Run 1, logic cells by family:
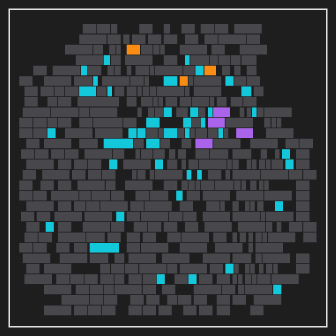
Run 1, routing congestion:
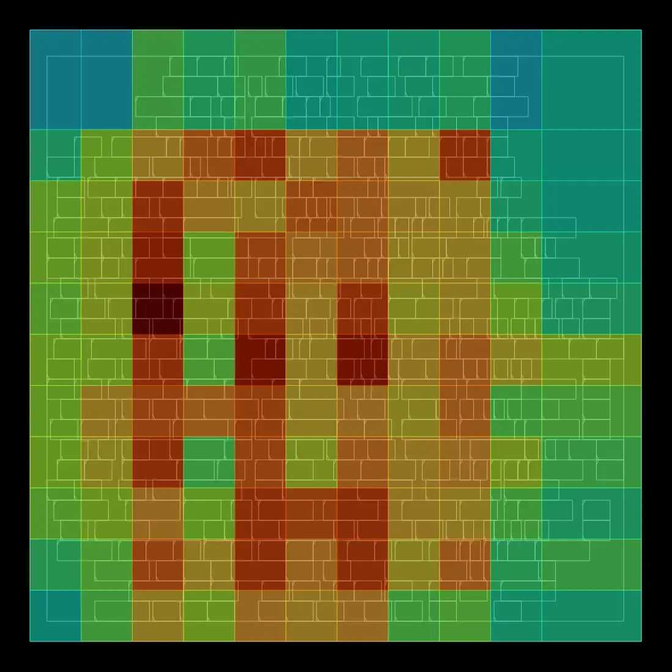
Run 1, port wiring:
The bar under the picture is 20 um long.
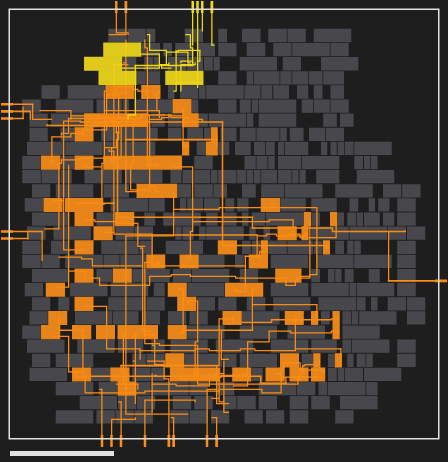
==> config.mk <==
export PLATFORM = sky130hd
export DESIGN_NAME = alu_operand_loader_flat
export DESIGN_NICKNAME = d
export VERILOG_FILES = /design/src/rtl/alu_pkg.sv /design/src/rtl/alu_operand_loader_if.sv /design/src/rtl/alu_operand_loader.sv /design/src/flat_wrapper.sv
export SDC_FILE = /design/constraint.sdc
export NUM_CORES = 1
export LEC_CHECK = 0
export CAP_MARGIN = 40
export CORE_MARGIN = 2
export CORE_UTILIZATION = 50
export CTS_CLUSTER_SIZE = 25
export DETAILED_ROUTE_END_ITERATION = 7
export PLACE_DENSITY = 0.84
export SLEW_MARGIN = 5
export SYNTH_ARGS = -nofsm -noshare
export SYNTH_HDL_FRONTEND = slang
export SYNTH_SLANG_ARGS = --single-unit
==> constraint.sdc <==
create_clock -name i_clk -period 3.2 [get_ports i_clk]
set_clock_uncertainty 0.1 [all_clocks]
set_input_delay 0.96 -clock i_clk [delete_from_list [all_inputs] [get_ports i_clk]]
set_output_delay 0.96 -clock i_clk [all_outputs]
set_load 0.05 [all_outputs]
==> src/rtl/alu_pkg.sv <==
// Shared definitions for the ALU front end: opcodes, loader state encoding,
// and the operand-count rule used by the loader and later sequential stages.
package alu_pkg;

  localparam logic [3:0] OP_MUL  = 4'd7;
  localparam logic [3:0] OP_DIV  = 4'd8;
  localparam logic [3:0] OP_LAST = 4'd8;

  typedef enum logic [1:0] {
    ST_CMD   = 2'd0,
    ST_LOAD  = 2'd1,
    ST_ISSUE = 2'd2
  } ld_state_e;

  // MUL and DIV take four operands; every other legal op takes two.
  function automatic logic [2:0] opnd_count(input logic [3:0] op);
    return ((op == OP_MUL) || (op == OP_DIV)) ? 3'd4 : 3'd2;
  endfunction

endpackage

==> src/rtl/alu_operand_loader_if.sv <==
// Bundle of the loader's input stream and its operand-set output handshake.
// slave  = loader side, master = upstream feeder / math-stage side.
interface alu_operand_loader_if #(
  parameter int DATA_W = 16,
  parameter int OP_W   = 4
);

  logic [DATA_W-1:0] i_data;
  logic              i_valid;
  logic              o_ready;
  logic [OP_W-1:0]   o_op;
  logic              o_mode;
  logic [DATA_W-1:0] o_A;
  logic [DATA_W-1:0] o_B;
  logic [DATA_W-1:0] o_C;
  logic [DATA_W-1:0] o_D;
  logic              o_valid;
  logic              i_ready;
  logic              o_div0;
  logic              o_err;

  modport slave (
    input  i_data, i_valid, i_ready,
    output o_ready, o_op, o_mode, o_A, o_B, o_C, o_D, o_valid, o_div0, o_err
  );

  modport master (
    output i_data, i_valid, i_ready,
    input  o_ready, o_op, o_mode, o_A, o_B, o_C, o_D, o_valid, o_div0, o_err
  );

endinterface

==> src/rtl/alu_operand_loader.sv <==
// Collects a command word plus two or four operands from a narrow stream and
// presents a complete, stable operand set to the math unit. Illegal opcodes
// are dropped with a one-cycle error pulse; DIV sets are pre-flagged for a
// zero divisor so the combinational math stage never sees a bad set.
module alu_operand_loader #(
  parameter int              DATA_W  = 16,
  parameter int              OP_W    = 4,
  parameter logic [OP_W-1:0] OP_LAST = OP_W'(8)
) (
  input  logic                 i_clk,
  input  logic                 i_rst_n,
  alu_operand_loader_if.slave  bus
);

  import alu_pkg::*;

  ld_state_e         state_q, state_d;
  logic [OP_W-1:0]   op_q,    op_d;
  logic              mode_q,  mode_d;
  logic [DATA_W-1:0] opnd_q [4];
  logic [DATA_W-1:0] opnd_d [4];
  logic [1:0]        cnt_q,   cnt_d;
  logic              valid_q, valid_d;
  logic              div0_q,  div0_d;
  logic              err_q,   err_d;

  logic              ready;
  logic              accept;
  logic [OP_W-1:0]   cmd_op;
  logic [2:0]        need;
  logic              div0_calc;

  // Ready depends on state only; held low while reset is asserted.
  assign ready  = i_rst_n && ((state_q == ST_CMD) || (state_q == ST_LOAD));
  assign accept = bus.i_valid && ready;
  assign cmd_op = bus.i_data[OP_W-1:0];
  assign need   = opnd_count(op_q);

  // Next-state, operand capture and flag computation.
  always_comb begin
    state_d   = state_q;
    op_d      = op_q;
    mode_d    = mode_q;
    opnd_d    = opnd_q;
    cnt_d     = cnt_q;
    valid_d   = valid_q;
    div0_d    = div0_q;
    err_d     = 1'b0;
    div0_calc = 1'b0;

    case (state_q)
      ST_CMD: begin
        if (accept) begin
          if (cmd_op > OP_LAST) begin
            // Drop the command; previous outputs stay as they were.
            err_d = 1'b1;
          end else begin
            op_d   = cmd_op;
            mode_d = bus.i_data[OP_W];
            for (int i = 0; i < 4; i++) opnd_d[i] = '0;
            cnt_d   = 2'd0;
            state_d = ST_LOAD;
          end
        end
      end

      ST_LOAD: begin
        if (accept) begin
          opnd_d[cnt_q] = bus.i_data;
          cnt_d         = cnt_q + 2'd1;
          if ({1'b0, cnt_q} == (need - 3'd1)) begin
            // Zero-divisor check on the set as it will be registered,
            // including the operand arriving this cycle.
            if (op_q == OP_DIV) begin
              if (mode_q) div0_calc = (opnd_d[2] == '0) && (opnd_d[3] == '0);
              else        div0_calc = (opnd_d[1] == '0) || (opnd_d[3] == '0);
            end
            div0_d  = div0_calc;
            valid_d = 1'b1;
            state_d = ST_ISSUE;
          end
        end
      end

      ST_ISSUE: begin
        if (bus.i_ready) begin
          valid_d = 1'b0;
          div0_d  = 1'b0;
          state_d = ST_CMD;
        end
      end

      default: begin
        state_d = ST_CMD;
      end
    endcase
  end

  // State and operand registers with synchronous active-low reset.
  always_ff @(posedge i_clk) begin
    if (!i_rst_n) begin
      state_q <= ST_CMD;
      op_q    <= '0;
      mode_q  <= 1'b0;
      for (int i = 0; i < 4; i++) opnd_q[i] <= '0;
      cnt_q   <= 2'd0;
      valid_q <= 1'b0;
      div0_q  <= 1'b0;
      err_q   <= 1'b0;
    end else begin
      state_q <= state_d;
      op_q    <= op_d;
      mode_q  <= mode_d;
      opnd_q  <= opnd_d;
      cnt_q   <= cnt_d;
      valid_q <= valid_d;
      div0_q  <= div0_d;
      err_q   <= err_d;
    end
  end

  assign bus.o_ready = ready;
  assign bus.o_op    = op_q;
  assign bus.o_mode  = mode_q;
  assign bus.o_A     = opnd_q[0];
  assign bus.o_B     = opnd_q[1];
  assign bus.o_C     = opnd_q[2];
  assign bus.o_D     = opnd_q[3];
  assign bus.o_valid = valid_q;
  assign bus.o_div0  = div0_q;
  assign bus.o_err   = err_q;

endmodule

==> src/flat_wrapper.sv <==
// flat-port wrapper written by rule: the top's interface ports become plain ports
module alu_operand_loader_flat import alu_pkg::*;
#(
  parameter int              DATA_W  = 16,
  parameter int              OP_W    = 4,
  parameter logic [OP_W-1:0] OP_LAST = OP_W'(8)
)
  (i_clk, i_rst_n, bus_i_data, bus_i_valid, bus_i_ready, bus_o_ready, bus_o_op, bus_o_mode, bus_o_A, bus_o_B, bus_o_C, bus_o_D, bus_o_valid, bus_o_div0, bus_o_err);
  alu_operand_loader_if #(.DATA_W(DATA_W), .OP_W(OP_W)) bus_i ();
  input  logic i_clk;
  input  logic i_rst_n;
  input wire logic [$bits(bus_i.i_data)-1:0] bus_i_data;
  input wire logic [$bits(bus_i.i_valid)-1:0] bus_i_valid;
  input wire logic [$bits(bus_i.i_ready)-1:0] bus_i_ready;
  output wire logic [$bits(bus_i.o_ready)-1:0] bus_o_ready;
  output wire logic [$bits(bus_i.o_op)-1:0] bus_o_op;
  output wire logic [$bits(bus_i.o_mode)-1:0] bus_o_mode;
  output wire logic [$bits(bus_i.o_A)-1:0] bus_o_A;
  output wire logic [$bits(bus_i.o_B)-1:0] bus_o_B;
  output wire logic [$bits(bus_i.o_C)-1:0] bus_o_C;
  output wire logic [$bits(bus_i.o_D)-1:0] bus_o_D;
  output wire logic [$bits(bus_i.o_valid)-1:0] bus_o_valid;
  output wire logic [$bits(bus_i.o_div0)-1:0] bus_o_div0;
  output wire logic [$bits(bus_i.o_err)-1:0] bus_o_err;
  assign bus_i.i_data = bus_i_data;
  assign bus_i.i_valid = bus_i_valid;
  assign bus_i.i_ready = bus_i_ready;
  assign bus_o_ready = bus_i.o_ready;
  assign bus_o_op = bus_i.o_op;
  assign bus_o_mode = bus_i.o_mode;
  assign bus_o_A = bus_i.o_A;
  assign bus_o_B = bus_i.o_B;
  assign bus_o_C = bus_i.o_C;
  assign bus_o_D = bus_i.o_D;
  assign bus_o_valid = bus_i.o_valid;
  assign bus_o_div0 = bus_i.o_div0;
  assign bus_o_err = bus_i.o_err;
  alu_operand_loader #(.DATA_W(DATA_W), .OP_W(OP_W), .OP_LAST(OP_LAST)) u_core (.i_clk(i_clk), .i_rst_n(i_rst_n), .bus(bus_i));
endmodule
==> flow_metrics.rpt, run 1 <==
IMPLEMENTATION SUMMARY REPORT
----------------------------------------------------
[Run status]
  Status ........................ complete, no violations

[Clock tree]
  Clock Tree Buf Depth ........................ 2
  TritonCTS clock tree ........................ yes
  Hold buffer count at cts ........................ 0

[Yosys]
  Mapped Cells ........................ 303
  Cell area after synthesis ........................ 0.00308 mm2
  Area reported by Yosys stat ........................ 0.00308 mm2
  Share of synthesized cell area in full adder, half adder and majority cells ........................ 1.63%
  Most frequent cells after synthesis ........................ dfxtp_1 (76), a32o_1 (47), nand2_1 (44)

[Cells and area]
  Nets ........................ 429
  Area added between synthesis and finish ........................ 41.1%
  Fraction of final layout cells with drive strength greater than 1 ........................ 13.9%
  Final non-filler cell area ........................ 0.00434 mm2

[Global routing]
  Largest net degree at the start of global routing ........................ 66

[Die]
  FP Rows ........................ 28

[Timing]
  Number of endpoints with negative hold slack in the final report ........................ 0
  Unrepaired setup endpoints after global routing ........................ false

[Place]
  Detailed placer's ending HPWL ........................ 6430 um
  DP Area ........................ 0.00412 mm2

[Hold path]
  Cells on Worst Hold Path ........................ 2

[Job]
  Maximum Capacitance Violations ........................ 0

[Route]
  Remaining antenna violation count after routing ........................ 0

[Worst setup path]
  Maximum cell stage delay along the critical path ........................ 0.52 ns
  Setup slack of the worst register-to-register path ........................ 1.24 ns
  Family with the most delay on the worst path ........................ AND-OR/OR-AND gates

----------------------------------------------------
-- 'logic cells by family' (at the start) --
purple -> fa/ha/maj cells  # cells 4, most used ha_1
orange -> and/or cells  # cells 3
cyan -> nor cells  # cells 40, most used nor4_1

-- 'routing congestion' (at the start) --
All-Layer GR Usage: 28.0%
average wire per cell in the routed design: 18.6 um
GR met1 Demand/Resource: 37.3%

-- 'port wiring' (at the start) --
yellow -> `bus_o_op`  # bits 4, direction output, end cells 4, buffers 4, wire 128 um
orange -> `bus_i_data`  # bits 16, direction input, end cells 75, buffers 30, wire 1660 um

[run 1: logic make-up after synthesis]
group | Yosys count
AOI/OAI and AO/OA | 93
muxes | 1
buffers and inverters | 27
adders and majority gates | 4
xor gates and xnor gates | 1
DFF | 76
and+or+nand+nor | 101
[run 1: final cells by class]
class,instances,area share (%)
flip-flops and latches,76,35.1
multi-input cells,200,32.5
repair buffers,112,24.8
clock buffers,11,3.49
well taps,75,2.16
clock inverters,5,1.50
inverters,6,0.519
[run 1: worst max-delay path by stage]
stage	from	end	slack (ns)	cells after the start
floorplan	i_rst_n	bus_o_ready	0.20	2
global placement	bus_i_data[10]	u_core.bus.o_div0	0.15	6
detailed placement	bus_i_data[10]	u_core.bus.o_div0	0.12	6
CTS	bus_i_data[10]	u_core.bus.o_div0	0.48	6
global route	bus_i_data[10]	u_core.bus.o_div0	0.35	6
finish	bus_i_data[10]	u_core.bus.o_div0	0.48	6
[run 1: state kept, by name (all words and copies together) (netlist names)]
register	cells
u_core.bus.o_C	16
u_core.bus.o_div0	1
u_core.cnt_q	2
u_core.bus.o_mode	1
u_core.bus.o_err	1
u_core.bus.o_op	4
u_core.bus.o_D	16
u_core.state_q	2
u_core.bus.o_B	16
u_core.bus.o_valid	1
u_core.bus.o_A	16
[run 1: per-layer routing]
metal  track usage, %  up-vias  share of wire (%)
li1                 -     1360                  -
met2             43.5      160                 47
met1             37.3     1463                 42
met5                0        -                  0
met3             7.83       17                8.9
met4             9.67        0                1.7
[run 1: power groups by stage]
stage / sequential, W / clock, W / combinational (W)
finish: 0.000963 / 0.000782 / 0.000198
global route: 0.000965 / 0.000829 / 0.000210
CTS: 0.000963 / 0.000786 / 0.000195
detailed placement: 0.000985 / 0 / 0.000193
global placement: 0.000985 / 0 / 0.000191
floorplan: 0.00100 / 0 / 0.0000917
[run 1: through the flow]
stage / hold WS [ns] / std cells / worst slack (ns) / power [W] / utilization, %
finish: 0.372 / 485 / 0.482 / 0.00194 / 73.3
global placement: 0.349 / 468 / 0.148 / 0.00118 / 69.5
global route: 0.380 / 485 / 0.351 / 0.00200 / 73.3
CTS: 0.372 / 485 / 0.476 / 0.00194 / 73.3
detailed placement: 0.355 / 469 / 0.122 / 0.00118 / 69.6
floorplan: 0.413 / 303 / 0.201 / 0.00109 / -
[run 1: worst register-to-register path, delay by kind of cell, from the launching register on]
| family | cells | cell delay (ns) |
|---|---|---|
| AND-OR/OR-AND | 2 | 0.29 |
| buffers and inverters | 2 | 0.26 |
| flip-flops | 1 | 0.42 |
| adder cells (fa/ha/maj) | 1 | 0.29 |
| AND/OR/NAND/NOR | 1 | 0.56 |
--- run 2 (diff from run 1) ---
Settings changed: CORE_UTILIZATION 50 to 42, PLACE_DENSITY 0.84 to 0.76.
Clock period 3.2 ns to 2.35 ns, I/O delays scaled along.
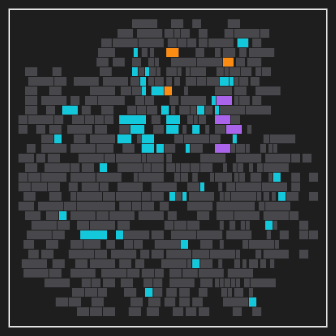
Run 2: logic cells by family
purple -> fa/ha/maj cells  # cells 4, most used ha_1
cyan -> nor cells  # cells 40, most used nor4_1
orange -> and/or cells  # cells 3

==> run 2 against run 1 <==
The run now ends with setup timing left. Via count decreased by 3.1%. Register-to-register slack got worse by 1.0 ns. Critical path depth stayed put. Die size is 18% higher. Power up 39%. Area after synthesis stayed put. Critical endpoint unchanged. Largest cell class unchanged.
==> flow_metrics.rpt, run 2 <==
IMPLEMENTATION SUMMARY REPORT
----------------------------------------------------
[Place]
  Number of cells after detailed placement ........................ 510
  Detailed placer's ending HPWL ........................ 6690 um

[Cells and area]
  Most used logic cell in the final layout ........................ buf_4
  Area added between synthesis and finish ........................ 44.4%
  Nets ........................ 446
  Fraction of final layout cells with drive strength greater than 1 ........................ 27.6%
  Number of cells in the finished layout apart from fillers ........................ 526
  Highest-count cells in the layout ignoring fill and taps ........................ buf_4 (78), dfxtp_1 (76), a32o_1 (47)

[Timing]
  Unrepaired setup endpoints after global routing ........................ false
  Worst-case setup margin in the final layout ........................ -0.0105 ns
  Final Setup Violations ........................ 1
  Number of endpoints with negative hold slack in the final report ........................ 0
  Final worst hold slack ........................ 0.360 ns

[Die]
  FP Rows ........................ 31

[Worst setup path]
  Data arrival time of the worst path ........................ 2.53 ns
  Crit. End Element ........................ flop
  Critical setup path kind ........................ in -> reg

[Yosys]
  Most frequent cells after synthesis ........................ dfxtp_1 (76), a32o_1 (47), nand2_1 (44)
  Cell area after synthesis ........................ 0.00308 mm2
  Register area share after synthesis ........................ 49.5%
  Count of instantiated cells in the yosys netlist ........................ 303
  Area reported by Yosys stat ........................ 0.00308 mm2
  Flip-flop and latch count after synthesis ........................ 76
  Mapped Cells ........................ 303
  Area leader share ........................ 49.5%

[Clock tree]
  TritonCTS clock tree ........................ yes
  Hold buffer count at cts ........................ 0
  Htree depth ........................ 3
  Clock Tree Buf Depth ........................ 2

[Route]
  Average wire per cell in the routed design ........................ 17.2 um
  Starting DRT DRC Count ........................ 218
  DRC viols ........................ 0
  Remaining antenna violation count after routing ........................ 0

[Global routing]
  All-Layer GR Usage ........................ 23.4%
  Via count of the first global-routing pass ........................ 2762
  Largest net degree at the start of global routing ........................ 42

[Run status]
  Status ........................ finished with violations
  Violations in the final reports ........................ setup timing

[Job]
  Maximum Capacitance Violations ........................ 0

----------------------------------------------------
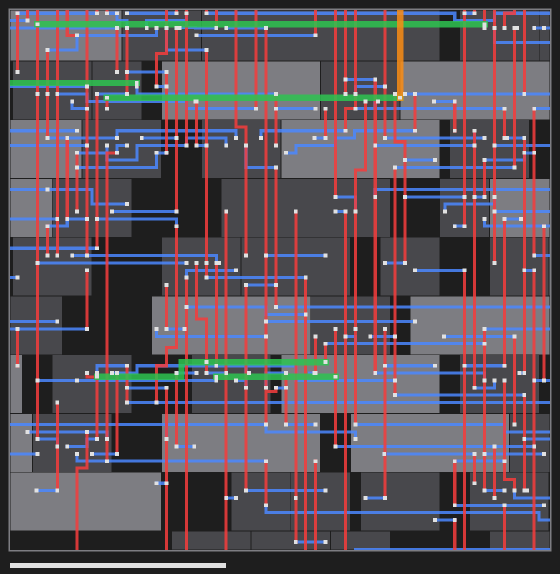
Run 2: zoomed window
The bar under the picture is 10 um long. Window x 10 to 35, y 10 to 35 um. Cells in grey, sequential cells in the stronger grey; small squares are vias.
blue -> metal 1
green -> metal 3
orange -> metal 4
red -> metal 2
sequential cells in the window = 10
netlist names of flops here include = `u_core.bus.o_A` (6), `u_core.bus.o_D` (4)
most frequent = a32o_1 (17), dfxtp_1 (10), buf_4 (4)
cells with their middle in the window = 38

run 2: cell counts after synthesis:
No cell type changed its count.
run 2: area by class of cell:
cell class	count	area, um2
Fill cell	627	2740
Sequential cell	76	1520
Clock buffer	9	124
Timing Repair Buffer	129	1120
Tap cell	99	124
Clock inverter	7	98.8
Inverter	6	22.5
Multi-Input combinational cell	200	1430
run 2: logic make-up after synthesis:
kind of cell	count (synthesis)	synth area share (%)
AOI/OAI and AO/OA	93	25.5
xor gates and xnor gates	1	0.285
adders and majority gates	4	1.63
buffers and inverters	27	4.72
DFF	76	49.5
muxes	1	0.325
and+or+nand+nor	101	18.1
run 2: worst paths after layout:
check / start / end / slack (ns) / depth (start not counted)
worst max-delay path: bus_i_data[14] / u_core.bus.o_div0 / -0.01 / 6
worst min-delay path: u_core.bus.o_C[3] / u_core.bus.o_C[3] / 0.36 / 2
worst max register to register: u_core.cnt_q[1] / u_core.bus.o_B[11] / 0.22 / 5
worst min register to register: u_core.bus.o_C[3] / u_core.bus.o_C[3] / 0.36 / 2
run 2: per-layer routing:
layer  global-route usage (%)  part of all wire, %  vias up
met5                        0                    0        -
met4                     9.63                  1.4        0
met3                     4.39                  5.1       10
met2                     37.2                   49       81
met1                     31.4                   45     1408
li1                         -                    -     1407
run 2: stage by stage:
stage / total power, W / TNS (ns) / util (%) / worst slack, ns / area [um2]
finish: 0.00270 / -0.0105 / 61.9 / -0.0105 / 4440
global route: 0.00280 / 0 / 61.9 / 0.000492 / 4440
CTS: 0.00271 / 0 / 61.5 / 0.0000427 / 4410
detailed placement: 0.00163 / -18.15 / 58.5 / -0.372 / 4200
global placement: 0.00162 / -14.90 / 58.5 / -0.323 / 4200
floorplan: 0.00149 / 0 / - / 0.126 / 3080
run 2: critical path, stage by stage:
cell	delay, ns
clkdlybuf4s50_1	0.53
nor4_2	0.39
nand4_1	0.21
a21o_1	0.23
a211o_1	0.30
o31ai_2	0.16
run 2: report_power, final:
group	internal (W)	switching [W]
Sequential	0.00130	0.0000126
Combinational	0.000116	0.000178
Clock	0.000603	0.000498
Total	0.00202	0.000689
--- run 3 (diff from run 2) ---
Settings changed: CORE_UTILIZATION 42 to 50, DONT_BUFFER_PORTS set to 1, PLACE_DENSITY 0.76 to unset, PLACE_DENSITY_LB_ADDON set to 0.3.
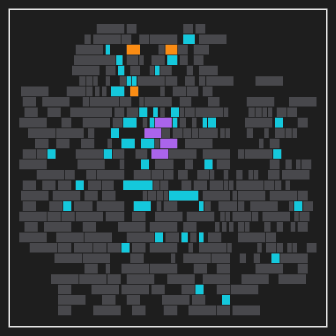
Run 3: logic cells by family
purple -> fa/ha/maj cells  # cells 4, most used ha_1, where centre
orange -> and/or cells  # cells 3
cyan -> nor cells  # cells 40, most used nor4_1

==> run 3 against run 2 <==
The flow now finishes without violations. Non-clock buffer count decreased by 98. Flip-flop count unchanged. Register-to-register slack improved by 0.19 ns. Die size decreased by 15%. Design area decreased by 21%. First-iteration DRC count increased by 56%. Utilization decreased by 2.8 points. Largest cell class unchanged. Largest power group unchanged.
==> flow_metrics.rpt, run 3 <==
IMPLEMENTATION SUMMARY REPORT
----------------------------------------------------
[Run status]
  Status ........................ complete, no violations

[Job]
  Number of warnings the tools reported ........................ 29
  Maximum Capacitance Violations ........................ 0

[Route]
  Average wire per cell in the routed design ........................ 20.6 um
  DRC viols ........................ 0
  Remaining antenna violation count after routing ........................ 0
  Starting DRT DRC Count ........................ 341

[Clock tree]
  Buffer cell driving the clock tree root ........................ clkbuf_8
  Clk_lat worst skew ........................ 0.35 ns
  Clock Tree Buf Depth ........................ 2
  # clock sinks ........................ 76
  Htree depth ........................ 3
  TritonCTS clock tree ........................ yes
  Hold buffer count at cts ........................ 0

[Cells and area]
  Number of cells in the finished layout apart from fillers ........................ 403
  Nets ........................ 348
  Area added between synthesis and finish ........................ 13.7%
  Fraction of final layout cells with drive strength greater than 1 ........................ 19.8%
  Most used logic cell in the final layout ........................ dfxtp_1
  Fillcell total ........................ 526

[Worst setup path]
  Crit. End Element ........................ output port
  Crit-path slowest cell ........................ dfxtp_1
  Cell Chain, Critical Path ........................ nor2b_2 > buf_4
  Maximum cell stage delay along the critical path ........................ 0.52 ns
  Critical setup path kind ........................ reg -> out
  Data arrival time of the worst path ........................ 1.17 ns

[Global routing]
  Via count of the first global-routing pass ........................ 2524
  All-Layer GR Usage ........................ 26.2%

[Yosys]
  Synth cell types ........................ 47
  Mapped Cells ........................ 303
  Post-synthesis async set-or-reset flop share ........................ 0%
  Register area share after synthesis ........................ 49.5%
  Cell area after synthesis ........................ 0.00308 mm2
  Most frequent cells after synthesis ........................ dfxtp_1 (76), a32o_1 (47), nand2_1 (44)
  Area reported by Yosys stat ........................ 0.00308 mm2
  Flip-flop and latch count after synthesis ........................ 76
  Area leader share ........................ 49.5%

[Timing]
  Achievable clock frequency ........................ 0.506 GHz
  Max_slew headroom ........................ 50.6%
  Number of endpoints with negative hold slack in the final report ........................ 0
  Unrepaired setup endpoints after global routing ........................ false
  Final total negative setup slack ........................ 0 ns
  Final Setup Violations ........................ 0

[Die]
  FP Core Util ........................ 51.9%
  FP Rows ........................ 28

[Place]
  Number of cells after detailed placement ........................ 388
  Detailed placer's ending HPWL ........................ 5760 um

[Pwr]
  Power per Cell Area ........................ 728 mW/mm2

----------------------------------------------------
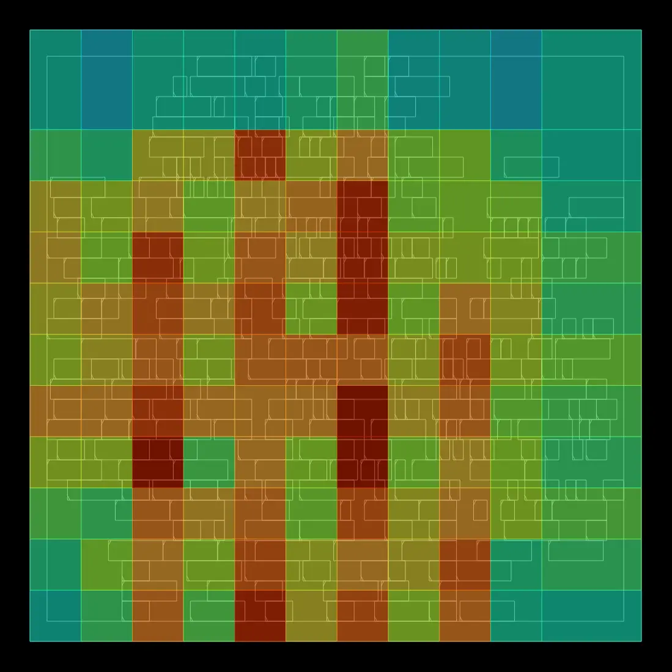
Run 3: routing congestion
GR met1 Demand/Resource: 34.4%
met3 track utilization from global routing: 8.80%
met2 usage: 40.0%
post-layout util: 59.1%

run 3: cell count changes in the layout (fill, tap and decap cells not counted):
cell             before  now
buf_12                3    0
nor2_4                3    0
nor2_2                0    3
clkinv_4              2    1
dlygate4sd2_1        10    0
inv_6                 1    0
buf_2                 1    0
buf_4                78   31
dlymetal6s2s_1        6    0
clkdlybuf4s50_1      31    0
clkinvlp_4            1    0
clkbuf_8              9   10
clkbuf_1              0    1
run 3: final cells by class:
class | count | area (um2) | area share (%)
clock buffers | 11 | 141 | 4.04
multi-input cells | 200 | 1410 | 40.4
clock inverters | 4 | 73.8 | 2.11
repair buffers | 31 | 233 | 6.65
inverters | 6 | 22.5 | 0.644
well taps | 75 | 93.8 | 2.68
flip-flops and latches | 76 | 1520 | 43.5
run 3: metrics by stage:
stage          worst slack, ns  total power [W]  cell area [um2]  utilization, %  hold WS (ns)
2_1_floorplan            0.126          0.00149             3080               -         0.413
3_3_place_gp             0.217          0.00149             3260            55.1         0.385
3_5_place_dp             0.245          0.00149             3280            55.4         0.388
4_1_cts                  0.373          0.00256             3500            59.1         0.382
5_1_grt                  0.298          0.00263             3500            59.1         0.377
6_report                 0.372          0.00255             3500            59.1         0.383
run 3: final timing paths:
check / start / to / slack, ns / cells past startpoint
hold / removal: bus_i_data[8] / u_core.bus.o_C[8] / 0.38 / 2
hold reg to reg: u_core.bus.o_op[2] / u_core.bus.o_op[2] / 0.40 / 2
setup reg to reg: u_core.bus.o_op[1] / u_core.bus.o_div0 / 0.41 / 5
setup / recovery: u_core.state_q[1] / bus_o_ready / 0.37 / 2
run 3: cell families after synthesis:
family | count (synthesis) | share of synthesized area, %
buf+inv | 27 | 4.72
fa+ha+maj | 4 | 1.63
compound gates | 93 | 25.5
flops | 76 | 49.5
simple gates | 101 | 18.1
xor+xnor | 1 | 0.285
mux | 1 | 0.325
run 3: critical path, delay by kind of cell (launching register included):
| family | cells | cell delay, ns |
|---|---|---|
| AND/OR/NAND/NOR | 1 | 0.10 |
| flip-flops | 1 | 0.52 |
| buffers and inverters | 1 | 0.20 |
run 3: where the power goes:
group	switching (W)	internal [W]	leakage [nW]	total (W)
Sequential	0.0000292	0.00130	0.613	0.00133
Clock	0.000463	0.000622	0.109	0.00108
Combinational	0.0000908	0.0000447	0.553	0.000135
run 3: layer usage:
layer	global-route usage (%)	wire, um	up-vias
li1	-	-	1201
met1	34.4	3540	1245
met2	40.0	3900	111
met3	8.80	751	10
met4	9.50	100	0
met5	0	0	-

==> notes/layouts.md <==
Pictures saved along the way, in no particular order.

Sequential cells grouped by signal name.
The bar under the picture is 20 um long. Other sequential cells in the stronger grey, the rest of the logic in the fainter grey.
picture 1
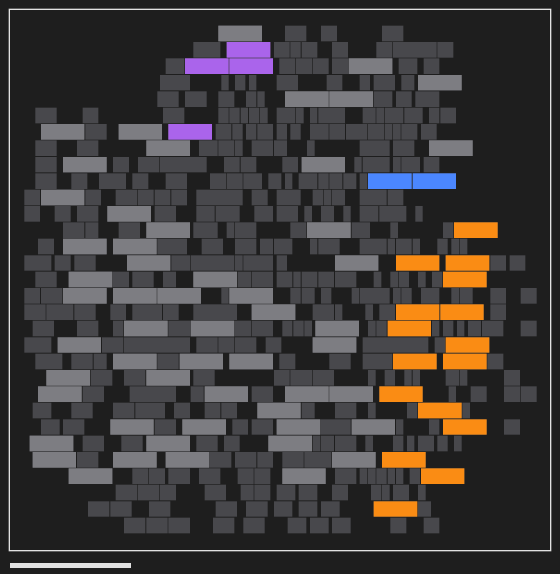
picture 2
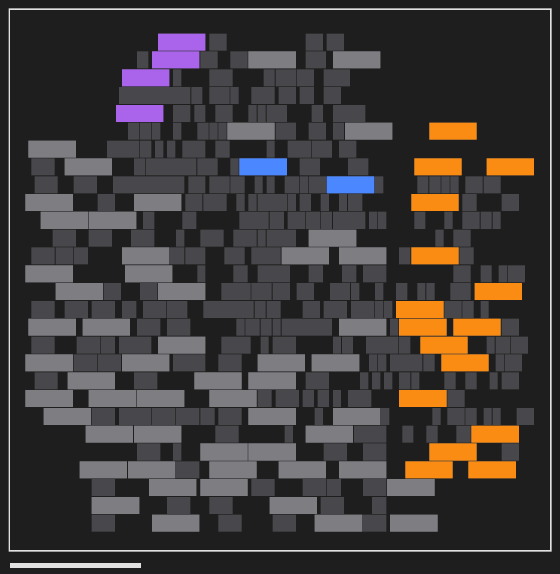
picture 3
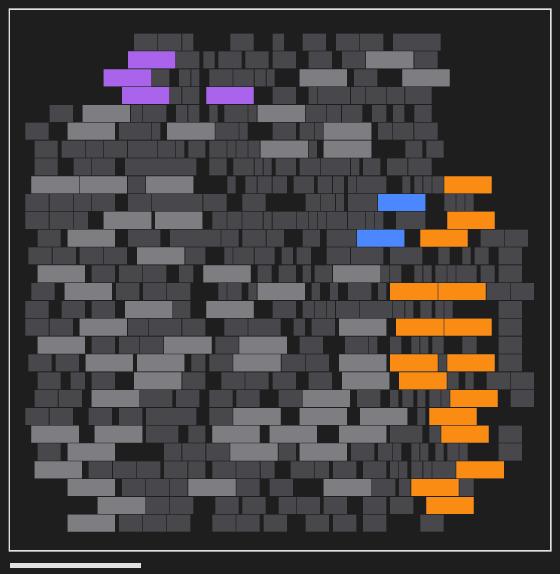
Picture 1 comes from run 2.
Picture 2 comes from run 3.
Picture 3 comes from run 1.
The one with the largest die is picture 1.

Power is estimated from default activity; no workload was simulated.
